**config.mk**
```make
export PLATFORM = sky130hd
export DESIGN_NAME = radix8_booth_mult_seq
export DESIGN_NICKNAME = d
export VERILOG_FILES = /design/src/rtl/radix8_booth_mult_seq.sv
export SDC_FILE = /design/constraint.sdc
export NUM_CORES = 1
export LEC_CHECK = 0
export CAP_MARGIN = 20
export CORE_MARGIN = 1
export CORE_UTILIZATION = 60
export CTS_CLUSTER_SIZE = 10
export DETAILED_ROUTE_END_ITERATION = 10
export DONT_BUFFER_PORTS = 1
export GPL_ROUTABILITY_DRIVEN = 0
export PLACE_DENSITY_LB_ADDON = 0.2
export SLEW_MARGIN = 10
export SYNTH_ARGS = -nofsm -noshare
export SYNTH_HDL_FRONTEND = slang
export SYNTH_SLANG_ARGS = --single-unit
```
**constraint.sdc**
```tcl
create_clock -name clk -period 9.96 [get_ports clk]
set_input_delay 2.49 -clock clk [delete_from_list [all_inputs] [get_ports clk]]
set_output_delay 2.49 -clock clk [all_outputs]
set_load 0.005 [all_outputs]
```
**src/rtl/radix8_booth_mult_seq.sv**
```systemverilog
// Sequential signed N x N multiplier using radix-8 Booth recoding, one digit per clock.
// A reset pulse arms a new multiplication; the product appears 1+K edges after release.
module radix8_booth_mult_seq #(
    parameter int N = 9
) (
    input  logic           clk,
    input  logic           reset,
    input  logic [N-1:0]   a,
    input  logic [N-1:0]   b,
    output logic [2*N-1:0] Prod
);

    localparam int K  = (N + 2) / 3;
    localparam int AW = 2 * N + 3;
    localparam int BW = 3 * K;
    localparam int CW = $clog2(K + 1);

    typedef enum logic [1:0] {LOAD, ITER, DONE} state_t;

    state_t        state, state_next;
    logic [AW-1:0] m, m3, acc;
    logic [N-1:0]  b_reg;
    logic [CW-1:0] cnt;
    logic [BW:0]   b_ext;
    logic [3:0]    digit;
    logic [AW-1:0] mag, pp, pp_shift, acc_next;
    logic          neg, last;

    // Multiplier sign-extended to whole digits with the implicit b[-1] = 0 appended.
    assign b_ext    = {BW'(signed'(b_reg)), 1'b0};
    assign digit    = b_ext[3*cnt +: 4];
    assign last     = (cnt == CW'(K - 1));
    assign pp       = neg ? (~mag + 1'b1) : mag;
    assign pp_shift = pp << (3 * cnt);
    assign acc_next = acc + pp_shift;

    always_comb begin
        // NOTE: defaults first so every path assigns mag/neg and no latch is inferred.
        mag = '0;
        neg = 1'b0;
        unique case (digit)
            4'b0001, 4'b0010: mag = m;
            4'b0011:          mag = m << 1;
            4'b0100:          mag = m << 1;
            4'b0101, 4'b0110: mag = m3;
            4'b0111:          mag = m << 2;
            4'b1000:          begin mag = m << 2; neg = 1'b1; end
            4'b1001, 4'b1010: begin mag = m3;     neg = 1'b1; end
            4'b1011, 4'b1100: begin mag = m << 1; neg = 1'b1; end
            4'b1101, 4'b1110: begin mag = m;      neg = 1'b1; end
            default:          mag = '0;
        endcase
    end

    always_comb begin
        state_next = state;
        unique case (state)
            LOAD:    state_next = ITER;
            ITER:    if (last) state_next = DONE;
            DONE:    state_next = DONE;
            default: state_next = LOAD;
        endcase
    end

    // NOTE: sequential state uses non-blocking assignments so every register samples pre-edge values.
    always_ff @(posedge clk or posedge reset) begin
        if (reset) state <= LOAD;
        else       state <= state_next;
    end

    always_ff @(posedge clk or posedge reset) begin
        if (reset) begin
            m     <= '0;
            m3    <= '0;
            b_reg <= '0;
            acc   <= '0;
            cnt   <= '0;
            Prod  <= '0;
        end else begin
            unique case (state)
                LOAD: begin
                    m     <= AW'(signed'(a));
                    m3    <= AW'(signed'(a)) + (AW'(signed'(a)) << 1);
                    b_reg <= b;
                    acc   <= '0;
                    cnt   <= '0;
                end
                ITER: begin
                    acc <= acc_next;
                    cnt <= cnt + 1'b1;
                    if (last) Prod <= acc_next[2*N-1:0];
                end
                default: ;
            endcase
        end
    end

endmodule

```
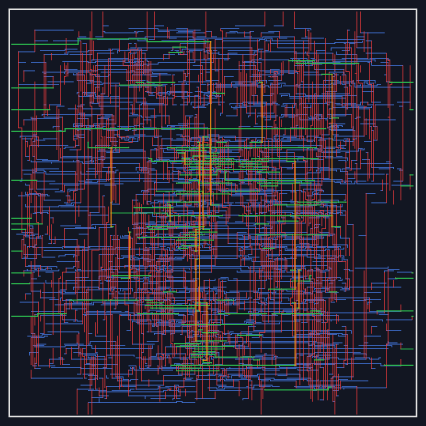
*Signal wires by layer, run 1*
Drawn at 4 px/um.
- red: metal 2 (wire length 6,680 um)
- orange: metal 4 (wire length 296 um)
- blue: metal 1 (wire length 6,600 um)
- green: metal 3 (wire length 1,050 um)
Detailed Route WL: 14.6 mm
DR WL/cell: 18.8 um

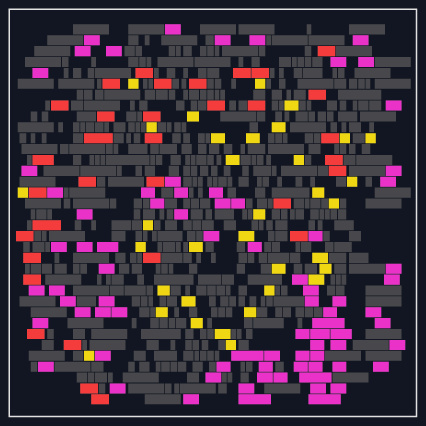
*Selected gate families, run 1*
Drawn at 4 px/um.
- magenta: multiplexers (cells 78; where widely spread)
- red: adder and majority cells (cells 33; where widely spread)
- yellow: AND-OR and OR-AND gates (cells 34)

==> reports/metrics.cfg, run 1 <==
[status]
status = complete, no violations

[worst_hold_path]
min_path_type = flop to flop
hp-start = Prod[5]$_DFFE_PP0P_
min_to = Prod[5]$_DFFE_PP0P_

[final_timing]
finalSetupViolations = 0
setup_slack_ps = 2280
tns_ps = 0
max_freq_mhz = 130
relSlewSlack = 0.288
worstMarginPinSlew_ps = 1060

[pwr]
ir_drop_mv = 0.0865
p_seq_frac = 0.423
share_comb_of_total_power = 0.301
power_uw = 949
swShare = 0.345

[yosys]
synth-edff-count = 0
synth_cells = 660
ys_cells = 660
top_cells_by_count = dfrtp_1, nor2_1, nand2_1
muxShareOfSynthArea = 0.155
yosysWarnings = 0
ys_sh_simple = 0.192
synthTopCellsByArea = dfrtp_1, mux2_2, ha_1
netlist_area_mm2 = 0.00593
top_area_frac = 0.283

[finish]
final_common_cell = dfrtp_1
final_cells = 780
layout_top_cells = dfrtp_1, nor2_1, nand2_1
antenna_cells = 0

[critical_path]
rr_endpoint = Prod[17]$_DFFE_PP0P_
crit_slowest_cell = ha_1

[global_route]
grt_pass1_wl_mm = 24.9
top_usage_layer = met2
grt_max_degree = 68

[routing]
post-route-drc-count = 0
drtAntennaViolNets = 0
vias_per_cell = 6.62
wl_met1_mm = 6.60
drt_first_pass_iters = 7

[floorplanning]
die_h_um = 101
initial_utilization = 0.630
std_cell_rows = 35

[cts]
cts.repair.resized = 0
cts.path.max_buffers = 2
numCtsBuffers = 9

[job]
drv_cap = 0

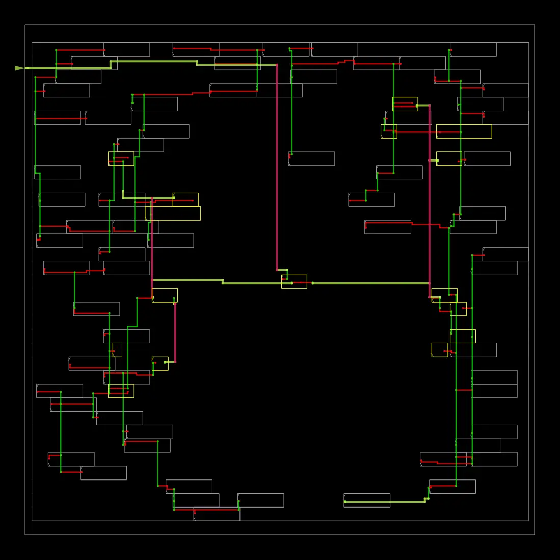
*The clock network, run 1*
Late-Pin Clk Latency: 360 ps
clk_skew: 14.9 ps
Clk power: 262 uW
clk sink count: 67

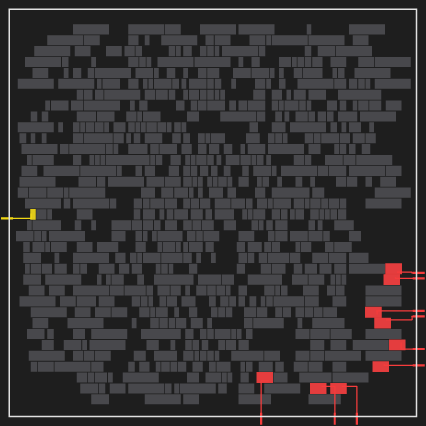
*Port wiring, run 1*
Drawn at 4 px/um.
- yellow: `reset` (bits 1; direction input; end cells 1; wire 6.00 um)
- red: `b` (bits 9; direction input; end cells 9; wire 68.8 um)

-- run 1: power by group through the flow --
stage / Combinational, uW / Clock, uW / Sequential, uW
finish: 285 / 262 / 401
global route: 324 / 278 / 413
CTS: 285 / 269 / 402
detailed placement: 283 / 0 / 406
global placement: 268 / 0 / 403
floorplan: 233 / 0 / 386
-- run 1: cell type report --
cell class | count | area [um2] | share of cell area
Inverter | 26 | 97.6 | 0.0156
Tap cell | 129 | 161 | 0.0259
Timing Repair Buffer | 11 | 82.6 | 0.0132
Clock buffer | 9 | 124 | 0.0199
Multi-Input combinational cell | 531 | 4000 | 0.641
Sequential cell | 67 | 1680 | 0.269
Clock inverter | 7 | 100 | 0.0160
## Run 2: what changed since run 1
--- a/config.mk
+++ b/config.mk
@@ -7,7 +7,7 @@
 export LEC_CHECK = 0
 export CAP_MARGIN = 20
 export CORE_MARGIN = 1
-export CORE_UTILIZATION = 60
+export CORE_UTILIZATION = 59
 export CTS_CLUSTER_SIZE = 10
 export DETAILED_ROUTE_END_ITERATION = 10
 export DONT_BUFFER_PORTS = 1
==> constraint.sdc (replaced) <==
create_clock -name clk -period 6.45 [get_ports clk]
set_input_delay 1.6125 -clock clk [delete_from_list [all_inputs] [get_ports clk]]
set_output_delay 1.6125 -clock clk [all_outputs]
set_load 0.005 [all_outputs]
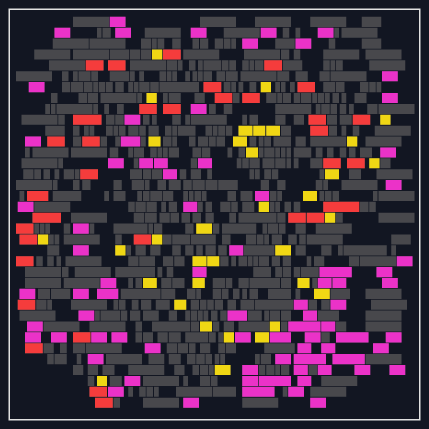
*Selected gate families, run 2*
Drawn at 4 px/um.
- yellow: AND-OR and OR-AND gates (cells 34)
- magenta: multiplexers (cells 78; where widely spread)
- red: adder and majority cells (cells 33; where widely spread)
Comb/total area: 0.630
dominant logic cell type in the layout: dfrtp_1
Final Non-Filler Cells: 812

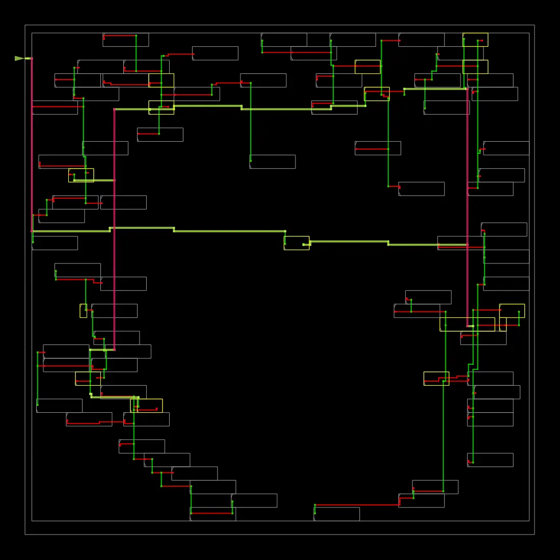
*The clock network, run 2*
clk_skew: 11.3 ps
Clk power: 373 uW
Late-Pin Clk Latency: 370 ps
total CTS buffers: 9

==> run 2 against run 1 <==
Effect of this change: critical path type unchanged; combinational power grew about 60%; first-iteration DRC count fell by 18%; sequential power up 55%; highest routed layer unchanged; wire length rose by 0.38%; maximum frequency is 25% higher; critical path depth down 5.
==> reports/metrics.cfg, run 2 <==
[status]
status = complete, no violations  ; unchanged

[yosys]
ys_sh_simple = 0.192  ; unchanged
ys_cells = 660  ; unchanged
top_area_frac = 0.283  ; unchanged
muxShareOfSynthArea = 0.155  ; unchanged
synthTopCellsByArea = dfrtp_1, mux2_2, ha_1  ; unchanged
netlist_area_mm2 = 0.00593  ; unchanged
synth-edff-count = 0  ; unchanged
yosysWarnings = 0  ; unchanged

[final_timing]
relSlewSlack = 0.367  ; was 0.288
max_freq_mhz = 163  ; was 130 MHz
worstMarginPinSlew_ps = 948  ; was 1060 ps
tns_ps = 0  ; unchanged
setup_slack_ps = 313  ; was 2280 ps
finalSetupViolations = 0  ; unchanged

[finish]
layout_top_cells = dfrtp_1, nor2_1, mux2_2, nand2_1, o21ai_0  ; was dfrtp_1, nor2_1, nand2_1
buffer_area_frac = 0.0466  ; was 0.0132
nonClockBufferCount = 39  ; was 11
logic_gates = 531  ; unchanged
antenna_cells = 0  ; unchanged
seq_share = 0.253  ; was 0.269
ff_count = 67  ; unchanged
comb_area_mm2 = 0.00418  ; was 0.00400 mm2
inv_count = 26  ; unchanged
largest_cell_class = multi-input combinational cells  ; unchanged
clkbuf_count = 15  ; was 9

[worst_hold_path]
min_path_type = flop to flop  ; unchanged
min_to = m3[4]$_DFFE_PP0P_  ; was Prod[5]$_DFFE_PP0P_

[floorplanning]
initial_utilization = 0.607  ; was 0.630
std_cell_rows = 36  ; was 35
taps = 133  ; was 129
die_h_um = 102  ; was 101 um

[cts]
cts_sinks = 67  ; unchanged
cts.path.max_buffers = 2  ; unchanged

[critical_path]
crit_slowest_cell = a22oi_1  ; was ha_1
worst_setup_path_start_kind = flop  ; unchanged

[routing]
drt_first_pass_iters = 7  ; unchanged
wire_per_inst_um = 18.1  ; was 18.8 um
post-route-drc-count = 0  ; unchanged
drtAntennaViolNets = 0  ; unchanged
vias_per_cell = 6.48  ; was 6.62
totalWireLength_mm = 14.7  ; was 14.6 mm

[pwr]
p_seq_frac = 0.429  ; was 0.423
swShare = 0.336  ; was 0.345
ir_drop_mv = 0.176  ; was 0.0865 mV
maxPowerGroup = sequential cells  ; unchanged
comb_power_uw = 456  ; was 285 uW
seq-power_uw = 623  ; was 401 uW

[job]
drv_cap = 0  ; unchanged

[global_route]
grt_pass1_wl_mm = 24.1  ; was 24.9 mm

## run 2: cell counts after synthesis
No cell type changed its count.
## run 2: layer usage
metal / part of all wire / vias up / track usage / wire length, um
li1: - / 2472 / - / -
met1: 0.44 / 2508 / 0.410 / 6450
met2: 0.45 / 239 / 0.448 / 6580
met3: 0.078 / 44 / 0.0732 / 1150
met4: 0.034 / 0 / 0.131 / 498
met5: 0 / - / 0 / 0
## run 2: logic make-up (layout without fill, tap and decap cells)
| group | count (synthesis) | after routing |
|---|---|---|
| buffers and inverters | 62 | 81 |
| adder cells (fa/ha/maj) | 33 | 33 |
| multiplexers | 78 | 78 |
| AND/OR/NAND/NOR | 215 | 215 |
| XOR/XNOR | 23 | 23 |
| AND-OR/OR-AND | 182 | 182 |
| flip-flops | 67 | 67 |
Power figures rest on the tool's default switching activity, not on a simulated workload.
